## config.mk

```make
export PLATFORM = sky130hd
export DESIGN_NAME = fp32_add_sub
export DESIGN_NICKNAME = d
export VERILOG_FILES = /design/src/rtl/fp32_add_sub.sv
export SDC_FILE = /design/constraint.sdc
export NUM_CORES = 1
export LEC_CHECK = 0
export CORE_UTILIZATION = 35
export CTS_CLUSTER_SIZE = 16
export DETAILED_ROUTE_END_ITERATION = 7
export PLACE_DENSITY_LB_ADDON = 0.1
export SLEW_MARGIN = 5
export SYNTH_ARGS = -nofsm -noshare
export SYNTH_HDL_FRONTEND = slang
export SYNTH_SLANG_ARGS = --single-unit
```

## constraint.sdc

```tcl
create_clock -name clk -period 43.9 [get_ports clk]
set_input_delay 8.78 -clock clk [delete_from_list [all_inputs] [get_ports clk]]
set_output_delay 8.78 -clock clk [all_outputs]
set_load 0.03 [all_outputs]
```

## src/rtl/fp32_add_sub.sv

```systemverilog
// -----------------------------------------------------------------------------
// fp32_add_sub
//
// Registered IEEE-754 binary32 adder/subtractor with round-to-nearest-even.
// The block handles normal, subnormal, zero, infinity and NaN operands. The
// datapath from the operand pins to the result register is purely
// combinational, so an operation has a latency of one cycle. A new operation
// can be accepted on every cycle.
//
// Ports
//   clk        : rising-edge clock
//   rst_n      : synchronous active-low reset (clears Result and out_valid)
//   in_valid   : NumberA, NumberB and A_S are sampled while this is high
//   NumberA    : operand A, binary32
//   NumberB    : operand B, binary32
//   A_S        : 0 = A + B, 1 = A - B
//   Result     : registered binary32 result
//   out_valid  : high for one cycle when Result holds a freshly computed value
// -----------------------------------------------------------------------------
module fp32_add_sub (
    input  logic        clk,
    input  logic        rst_n,
    input  logic        in_valid,
    input  logic [31:0] NumberA,
    input  logic [31:0] NumberB,
    input  logic        A_S,
    output logic [31:0] Result,
    output logic        out_valid
);

    localparam logic [31:0] QNAN = 32'h7FC0_0000;

    // Leading-zero count of a 27-bit working significand. Bit 26 is the hidden
    // bit position, so a value with bit 26 set returns 0; all-zero returns 27.
    function automatic logic [4:0] lzc27(input logic [26:0] v);
        logic [4:0] n;
        n = 5'd27;
        for (int i = 0; i < 27; i++) begin
            if (v[i]) begin
                n = 5'(26 - i);
            end else begin
                n = n;
            end
        end
        return n;
    endfunction

    // ---------------------------------------------------------------------
    // Unpacking
    // ---------------------------------------------------------------------
    logic        sa_s;
    logic        sb_s;
    logic [7:0]  ea_s;
    logic [7:0]  eb_s;
    logic [22:0] fa_s;
    logic [22:0] fb_s;
    logic [7:0]  ea_eff_s;
    logic [7:0]  eb_eff_s;
    logic [23:0] ma_s;
    logic [23:0] mb_s;
    logic        a_nan_s;
    logic        b_nan_s;
    logic        a_inf_s;
    logic        b_inf_s;

    assign sa_s = NumberA[31];
    // The subtract request simply flips B's sign; from here on every
    // operation is an addition of two signed magnitudes.
    assign sb_s = NumberB[31] ^ A_S;
    assign ea_s = NumberA[30:23];
    assign eb_s = NumberB[30:23];
    assign fa_s = NumberA[22:0];
    assign fb_s = NumberB[22:0];

    // Subnormals (exp field 0) behave as exponent 1 without a hidden bit.
    assign ea_eff_s = (ea_s == 8'd0) ? 8'd1 : ea_s;
    assign eb_eff_s = (eb_s == 8'd0) ? 8'd1 : eb_s;
    assign ma_s     = {(ea_s != 8'd0), fa_s};
    assign mb_s     = {(eb_s != 8'd0), fb_s};

    assign a_nan_s = (ea_s == 8'hFF) && (fa_s != 23'd0);
    assign b_nan_s = (eb_s == 8'hFF) && (fb_s != 23'd0);
    assign a_inf_s = (ea_s == 8'hFF) && (fa_s == 23'd0);
    assign b_inf_s = (eb_s == 8'hFF) && (fb_s == 23'd0);

    // ---------------------------------------------------------------------
    // Magnitude ordering: X is the operand with the larger magnitude
    // ---------------------------------------------------------------------
    logic        a_big_s;
    logic        sx_s;
    logic        sy_s;
    logic [7:0]  ex_s;
    logic [7:0]  ey_s;
    logic [23:0] mx_s;
    logic [23:0] my_s;
    logic [7:0]  diff_s;

    assign a_big_s = (ea_eff_s > eb_eff_s) ||
                     ((ea_eff_s == eb_eff_s) && (ma_s >= mb_s));

    // Swap operands so that X always carries the larger magnitude.
    always_comb begin
        if (a_big_s) begin
            sx_s = sa_s;
            sy_s = sb_s;
            ex_s = ea_eff_s;
            ey_s = eb_eff_s;
            mx_s = ma_s;
            my_s = mb_s;
        end else begin
            sx_s = sb_s;
            sy_s = sa_s;
            ex_s = eb_eff_s;
            ey_s = ea_eff_s;
            mx_s = mb_s;
            my_s = ma_s;
        end
    end

    assign diff_s = ex_s - ey_s;

    // ---------------------------------------------------------------------
    // Alignment: 24-bit significand plus guard, round and sticky = 27 bits
    // ---------------------------------------------------------------------
    logic [26:0] x_ext_s;
    logic [26:0] y_ext_s;
    logic [26:0] y_shr_s;
    logic        y_sticky_s;
    logic [26:0] y_al_s;

    assign x_ext_s = {mx_s, 3'b000};
    assign y_ext_s = {my_s, 3'b000};

    // Shift Y right by the exponent difference; any bit pushed out of the
    // 27-bit window is folded into the sticky position (bit 0).
    always_comb begin
        if (diff_s >= 8'd27) begin
            y_shr_s    = 27'd0;
            y_sticky_s = |my_s;
        end else begin
            y_shr_s    = y_ext_s >> diff_s[4:0];
            y_sticky_s = ((y_shr_s << diff_s[4:0]) != y_ext_s);
        end
    end

    assign y_al_s = y_shr_s | {26'd0, y_sticky_s};

    // ---------------------------------------------------------------------
    // Significand add / subtract. X >= Y in magnitude, so X - Y never wraps.
    // ---------------------------------------------------------------------
    logic        same_sign_s;
    logic [27:0] sum_s;

    assign same_sign_s = (sx_s == sy_s);
    assign sum_s = same_sign_s ? ({1'b0, x_ext_s} + {1'b0, y_al_s})
                               : ({1'b0, x_ext_s} - {1'b0, y_al_s});

    // ---------------------------------------------------------------------
    // Normalisation
    // ---------------------------------------------------------------------
    logic [4:0]  lz_s;
    logic [7:0]  max_sh_s;
    logic [7:0]  sh_s;
    logic [26:0] norm_s;
    logic [9:0]  e_norm_s;
    logic [9:0]  e_field_s;

    assign lz_s     = lzc27(sum_s[26:0]);
    assign max_sh_s = ex_s - 8'd1;

    // Carry out shifts right by one; otherwise shift left to bring the hidden
    // bit up, but never below exponent 1 (that is where subnormals live).
    always_comb begin
        sh_s = 8'd0;
        if (sum_s[27]) begin
            norm_s   = {sum_s[27:2], sum_s[1] | sum_s[0]};
            e_norm_s = {2'b00, ex_s} + 10'd1;
        end else begin
            if ({3'b000, lz_s} > max_sh_s) begin
                sh_s = max_sh_s;
            end else begin
                sh_s = {3'b000, lz_s};
            end
            norm_s   = sum_s[26:0] << sh_s;
            e_norm_s = {2'b00, ex_s} - {2'b00, sh_s};
        end
    end

    // Hidden bit still clear means the result is subnormal: exponent field 0.
    assign e_field_s = norm_s[26] ? e_norm_s : 10'd0;

    // ---------------------------------------------------------------------
    // Round to nearest, ties to even
    // ---------------------------------------------------------------------
    logic        rnd_s;
    logic [32:0] packed_s;
    logic        overflow_s;

    assign rnd_s = norm_s[2] & (norm_s[1] | norm_s[0] | norm_s[3]);

    // Adding the increment to {exponent, fraction} lets a fraction carry
    // bump the exponent directly; this also promotes a subnormal that rounds
    // up to 0x800000 into the smallest normal.
    assign packed_s   = {e_field_s, norm_s[25:3]} + {32'd0, rnd_s};
    assign overflow_s = (packed_s[32:23] >= 10'd255);

    // ---------------------------------------------------------------------
    // Result selection, special cases first
    // ---------------------------------------------------------------------
    logic        zero_sign_s;
    logic [31:0] res_s;

    // A zero sum from opposite signs is an exact cancellation (+0); from equal
    // signs both operands were zero and their common sign is kept.
    assign zero_sign_s = same_sign_s ? sx_s : 1'b0;

    // Priority select between specials, zero, overflow and the rounded value.
    always_comb begin
        if (a_nan_s || b_nan_s) begin
            res_s = QNAN;
        end else if (a_inf_s && b_inf_s && (sa_s != sb_s)) begin
            res_s = QNAN;
        end else if (a_inf_s) begin
            res_s = {sa_s, 8'hFF, 23'd0};
        end else if (b_inf_s) begin
            res_s = {sb_s, 8'hFF, 23'd0};
        end else if (sum_s == 28'd0) begin
            res_s = {zero_sign_s, 31'd0};
        end else if (overflow_s) begin
            res_s = {sx_s, 8'hFF, 23'd0};
        end else begin
            res_s = {sx_s, packed_s[30:0]};
        end
    end

    // ---------------------------------------------------------------------
    // Output register
    // ---------------------------------------------------------------------
    logic [31:0] result_r;
    logic        out_valid_r;

    // Capture the result on valid input; reset wins and discards the operation.
    always_ff @(posedge clk) begin
        if (!rst_n) begin
            result_r    <= 32'd0;
            out_valid_r <= 1'b0;
        end else if (in_valid) begin
            result_r    <= res_s;
            out_valid_r <= 1'b1;
        end else begin
            result_r    <= result_r;
            out_valid_r <= 1'b0;
        end
    end

    assign Result    = result_r;
    assign out_valid = out_valid_r;

endmodule

```

==> impl_metrics.csv <==
group,metric,value,unit
routing,ant_nets,0,
finish,comb_area,0.0144,sq mm
setup_path,critPathCapture,"Result[8]",
routing,wl_per_cell,30.4,um
outcome,violations,"capacitance limit, slew limit",
hold_path,min_to,"Result[10]",
setup_path,criticalPathCategory,"in -> reg",
routing,drt_iter0_drc,3517,
placement,place_inst,3042,
synth,synthCells,2456,
synth,enable_flop_cells,0,
synth,top_cell,"nand2_1",
setup_path,rr_endpoint,"Result[22]",
synth,ys_warn_count,0,
setup_path,critPathCaptureType,"register",
pwr,power,0.000870,W
synth,top_logic_kind,"AND-OR/OR-AND gates",
floorplan,design.core.area,0.0455,sq mm
synth,simple_gate_share,29.0,%
setup_path,critical_path.max_fanout,68,
setup_path,crit_cells,60,
clocking,cts_buffer_depth,2,
timing,fin_crit,29.24,ns
clocking,clkLatencyLatePin,0.27,ns
grt,grt_pass1_vias,19529,
floorplan,ios,101,
synth,ys_chip_area,0.0162,sq mm
grt,grt_max_degree,69,
setup_path,cp-start-kind,"input pin",
job,warnings,52,
floorplan,die_h,217,um
synth,yosysCellCount,2456,
synth,ys_seq_share,4.08,%
routing,drtPass1Iterations,6,
clocking,cts.sinks,33,
setup_path,cpPeakStageDelay,0.85,ns
grt,grt_pass1_wl,135,mm
routing,vias,21318,
clocking,cts-resized-gates,0,
job,maxCapViolCount,1,
finish,final_layout_top_logic_cell,"nand2_1",
synth,synthArstFlopShare,0,%
finish,final_nets,2617,
timing,slew_violations,1,
clocking,cts_setup_buffers,0,
setup_path,arrival,29.41,ns
synth,syn_area_per_cell,6.59,sq um
grt,grt_use_total,38.2,%
synth,common_cells,"nand2_1, nor2_1, a21oi_1",
clocking,cts_tree,"done",
placement,dpl_worst_slack,14.94,ns
floorplan,initial_core_util,35.6,%
synth,mux_share,8.89,%
timing,max-slew-margin-rel,-0.319,%
outcome,status,"finished, violations left",
setup_path,cp_common_cell,"a21oi_1",
synth,area_leaders,"ha_1, nand2_1, nor2_1",
-- where the power goes --
group	switching, W	internal, W	leakage [nW]	total, W
combinational	0.000548	0.000247	6.44	0.000795
clock	0.0000118	0.0000208	0.0706	0.0000326
sequential	0.00000381	0.0000380	0.272	0.0000418
-- cell type report --
type / instances / area share [%]
flip-flops and latches: 33 / 3.71
clock inverters: 2 / 0.0562
multi-input cells: 2139 / 81.0
inverters: 118 / 2.49
clock buffers: 6 / 0.724
repair buffers: 152 / 7.81
well taps: 600 / 4.22
-- routing by layer --
metal / vias up / global-route usage, % / part of all wire (%)
met5: - / 0 / 0
met4: 0 / 13.4 / 4.0
met3: 210 / 7.76 / 11
met2: 1453 / 56.1 / 41
met1: 10254 / 54.5 / 44
li1: 9401 / - / -
Figure 1. Cell outlines without signal wires.
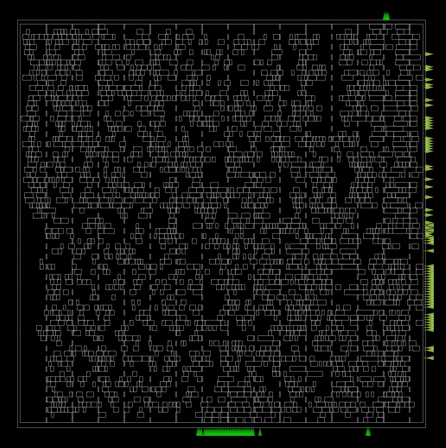
seq_cells: 33
final core utilization: 39.2%
Final Non-Filler Cells: 3050

Figure 2. I/O nets highlighted.
Drawn at 2 px/um.
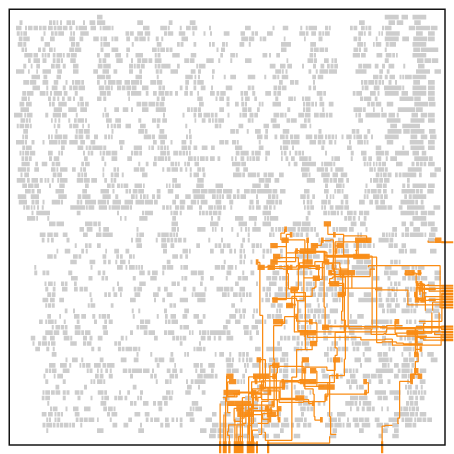
| color | port | direction | end cells | buffers | wire |
|---|---|---|---|---|---|
| orange | `NumberB` | input | 101 | 32 | 3150 um |

No activity file was given, so power comes from the tool's default toggle rates.
